`config.mk`:
```
export PLATFORM = sky130hd
export DESIGN_NAME = rackbus_rx_word_assembler
export DESIGN_NICKNAME = d
export VERILOG_FILES = /design/src/rtl/rackbus_rx_word_assembler.sv
export SDC_FILE = /design/constraint.sdc
export NUM_CORES = 1
export LEC_CHECK = 0
export CORE_ASPECT_RATIO = 1.4
export CORE_MARGIN = 1.5
export CORE_UTILIZATION = 50
export CTS_BUF_LIST = sky130_fd_sc_hd__clkbuf_2
export DETAILED_ROUTE_END_ITERATION = 10
export PLACE_DENSITY = 0.82
export SYNTH_ARGS = -nofsm -noshare
export SYNTH_HDL_FRONTEND = slang
export SYNTH_SLANG_ARGS = --single-unit
```
`constraint.sdc`:
```
create_clock -name rxclk -period 2.13 [get_ports rxclk]
set_clock_uncertainty 0.15 [all_clocks]
set_input_delay 0.426 -clock rxclk [delete_from_list [all_inputs] [get_ports rxclk]]
set_output_delay 0.426 -clock rxclk [all_outputs]
set_load 0.005 [all_outputs]
```
`src/rtl/rackbus_rx_word_assembler.sv`:
```
// rackbus_rx_word_assembler: qualifies syncclk phase pulses and packs four rackbus bytes per period into 32-bit words
module rackbus_rx_word_assembler #(
  parameter int LOCK_COUNT  = 16,
  parameter int UNLOCK_ERRS = 4
) (
  input  logic        rxclk,
  input  logic        rst_n,
  input  logic        sync_i,
  input  logic [7:0]  dat_i,
  input  logic        clr_err_i,
  output logic [31:0] word_o,
  output logic        word_valid_o,
  output logic        locked_o,
  output logic        sync_err_o,
  output logic [15:0] err_count_o
);
  typedef enum logic [1:0] {HUNT, CHECK, LOCKED} state_t;
  localparam logic [7:0] LC = 8'(LOCK_COUNT);
  localparam logic [3:0] UE = 4'(UNLOCK_ERRS);
  state_t      state_q, state_d;
  logic [1:0]  phase_q, phase_d, ph;
  logic [7:0]  good_q, good_d;
  logic [3:0]  bad_q, bad_d;
  logic [7:0]  b0_q, b1_q, b2_q;
  logic [31:0] word_q, word_d;
  logic [15:0] cnt_q, cnt_d;
  logic        valid_q, valid_d, locked_q, err_q;
  logic        chk, good, err;
  always_comb begin
    chk     = state_q != HUNT;
    good    = chk && phase_q == 2'd0 && sync_i;
    err     = chk && ((phase_q == 2'd0) != sync_i);
    // only a pulse seen while hunting realigns the phase; misplaced pulses elsewhere are just errors
    ph      = (state_q == HUNT && sync_i) ? 2'd0 : phase_q;
    phase_d = ph + 2'd1;
    state_d = state_q;
    good_d  = good_q;
    bad_d   = bad_q;
    case (state_q)
      HUNT: if (sync_i) begin
        state_d = CHECK;
        good_d  = '0;
      end
      CHECK: if (err) state_d = HUNT;
      else if (good) begin
        good_d = good_q + 8'd1;
        if (good_d == LC) begin
          state_d = LOCKED;
          bad_d   = '0;
        end
      end
      LOCKED: if (err) begin
        bad_d = bad_q + 4'd1;
        if (bad_d == UE) state_d = HUNT;
      end
      else if (good) bad_d = '0;
      default: state_d = HUNT;
    endcase
    valid_d = state_q == LOCKED && phase_q == 2'd3;
    word_d  = valid_d ? {b0_q, b1_q, b2_q, dat_i} : word_q;
    cnt_d   = clr_err_i ? '0 : (err && cnt_q != 16'hFFFF) ? cnt_q + 16'd1 : cnt_q;
  end
  always_ff @(posedge rxclk or negedge rst_n) begin
    if (!rst_n) begin
      state_q  <= HUNT;
      phase_q  <= '0;
      good_q   <= '0;
      bad_q    <= '0;
      b0_q     <= '0;
      b1_q     <= '0;
      b2_q     <= '0;
      word_q   <= '0;
      cnt_q    <= '0;
      valid_q  <= 1'b0;
      locked_q <= 1'b0;
      err_q    <= 1'b0;
    end else begin
      state_q  <= state_d;
      phase_q  <= phase_d;
      good_q   <= good_d;
      bad_q    <= bad_d;
      b0_q     <= ph == 2'd0 ? dat_i : b0_q;
      b1_q     <= ph == 2'd1 ? dat_i : b1_q;
      b2_q     <= ph == 2'd2 ? dat_i : b2_q;
      word_q   <= word_d;
      cnt_q    <= cnt_d;
      valid_q  <= valid_d;
      locked_q <= state_d == LOCKED;
      err_q    <= err;
    end
  end
  assign word_o       = word_q;
  assign word_valid_o = valid_q;
  assign locked_o     = locked_q;
  assign sync_err_o   = err_q;
  assign err_count_o  = cnt_q;
endmodule

```
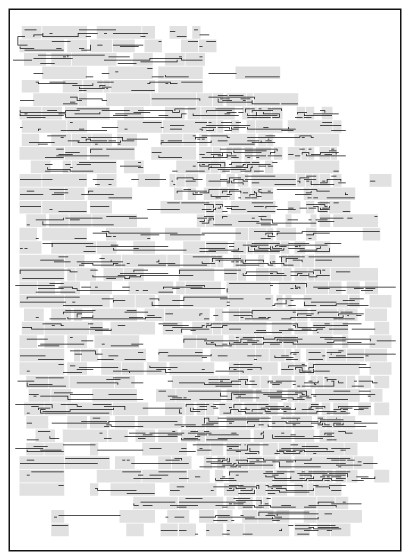
(run_1/met1.png)
Cells faint in the background.
wire length on this layer = 3720 um
share of all routed wire = 40%
nets with wire on the layer = 424
main direction = horizontal
longest straight run = 23.5 um

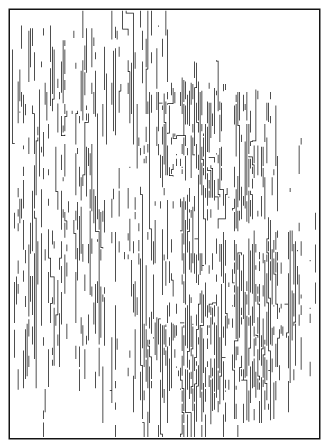
(run_1/met2.png)
main direction = vertical
nets with wire on the layer = 443

==> impl_summary.log <==
[report] implementation figures
INFO  metric route.detailed.drc = 0
INFO  metric tightestPinTransition = 564 ps
INFO  metric p_int = 4030 uW
INFO  metric placement_rows = 38
INFO  metric synthXorXnorAreaFrac = 0.00652
INFO  metric cts_tree = done
INFO  metric grt_antenna_before_repair = 0
INFO  metric crit_start = err_count_o[1]
INFO  metric worstReg2RegEnd = err_count_o[13]
INFO  metric die.size.y = 109 um
INFO  metric ys_async_sr_fraction = 1.00
INFO  metric cp_max_fo = 4
INFO  metric core-area = 7800 sq um
INFO  metric sequentialPowerShare = 0.462
INFO  metric final_layout_top_logic_cells = 88 x dfrtp_1, 60 x mux2_2, 52 x buf_4
INFO  metric route.top_layer_used = met4
INFO  metric layout.comb_gates.multi_input = 220
INFO  metric synth_seq_share = 0.565
INFO  metric avgViaCountPerCell = 5.63
INFO  metric largest_register_ff_count = 32
INFO  metric relative_area_change_from_synthesis_to_final_layout = 38.6%
INFO  metric crit_path_cell_trace = buf_6 > nand2_4 > or4_4 > or4_4 > mux2_4
INFO  metric yosysWarningCount = 0
INFO  metric timing.critical_path.arrival = 2460 ps
INFO  metric r2r_cells = 5
INFO  metric synth.lib_cells_used.distinct = 38
INFO  metric setup_slack = 2.29 ps
INFO  metric drt-wirelength-per-cell = 16.4 um
INFO  metric achievable-frequency = 0.470 GHz
INFO  metric fa_ha_maj_cells_area_fraction = 0.0186
INFO  metric dpl_worst_slack = -492 ps
INFO  metric synthesis.area = 4030 sq um
INFO  metric fin_total_pwr = 5890 uW
INFO  metric num_antenna_cells = 0
INFO  metric yosys-stat-area = 4030 sq um
INFO  metric seq-cell-share = 0.408
INFO  metric clock_latency = 560 ps
INFO  metric ctsHtreeMaxLevel = 3
INFO  metric crit_end = err_count_o[13]
INFO  metric pwr.group.clock = 710 uW
INFO  metric cts.reportedPaths.clkPinSlew = 230 ps
INFO  metric drive_gt1_frac = 0.364
INFO  metric timing.rr.start = err_count_o[1]
INFO  metric numCtsBuffers = 9
INFO  metric first_global_vias = 3191
INFO  metric run_status = complete, no violations
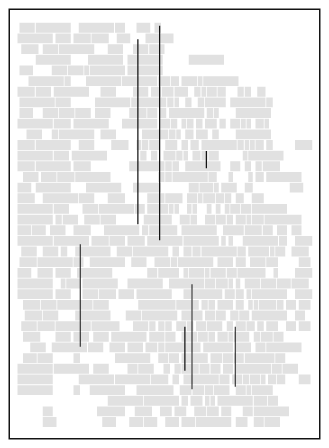
(run_1/met4.png)
Cells faint in the background.
main direction = vertical
nets with wire on the layer = 6

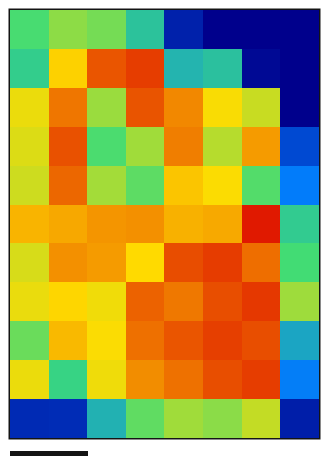
(run_1/density.png)
Bar = 20 um. The die is cut into 8 by 11 equal tiles; dark blue is low, red is high, 0 to 100% covered.
nearly empty tiles = 6.8%
mean over tiles = 63%
tiles over 75% full = 43%
fullest tile = 97%
emptiest ninth of the die = upper right

Power figures rest on the tool's default switching activity, not on a simulated workload.
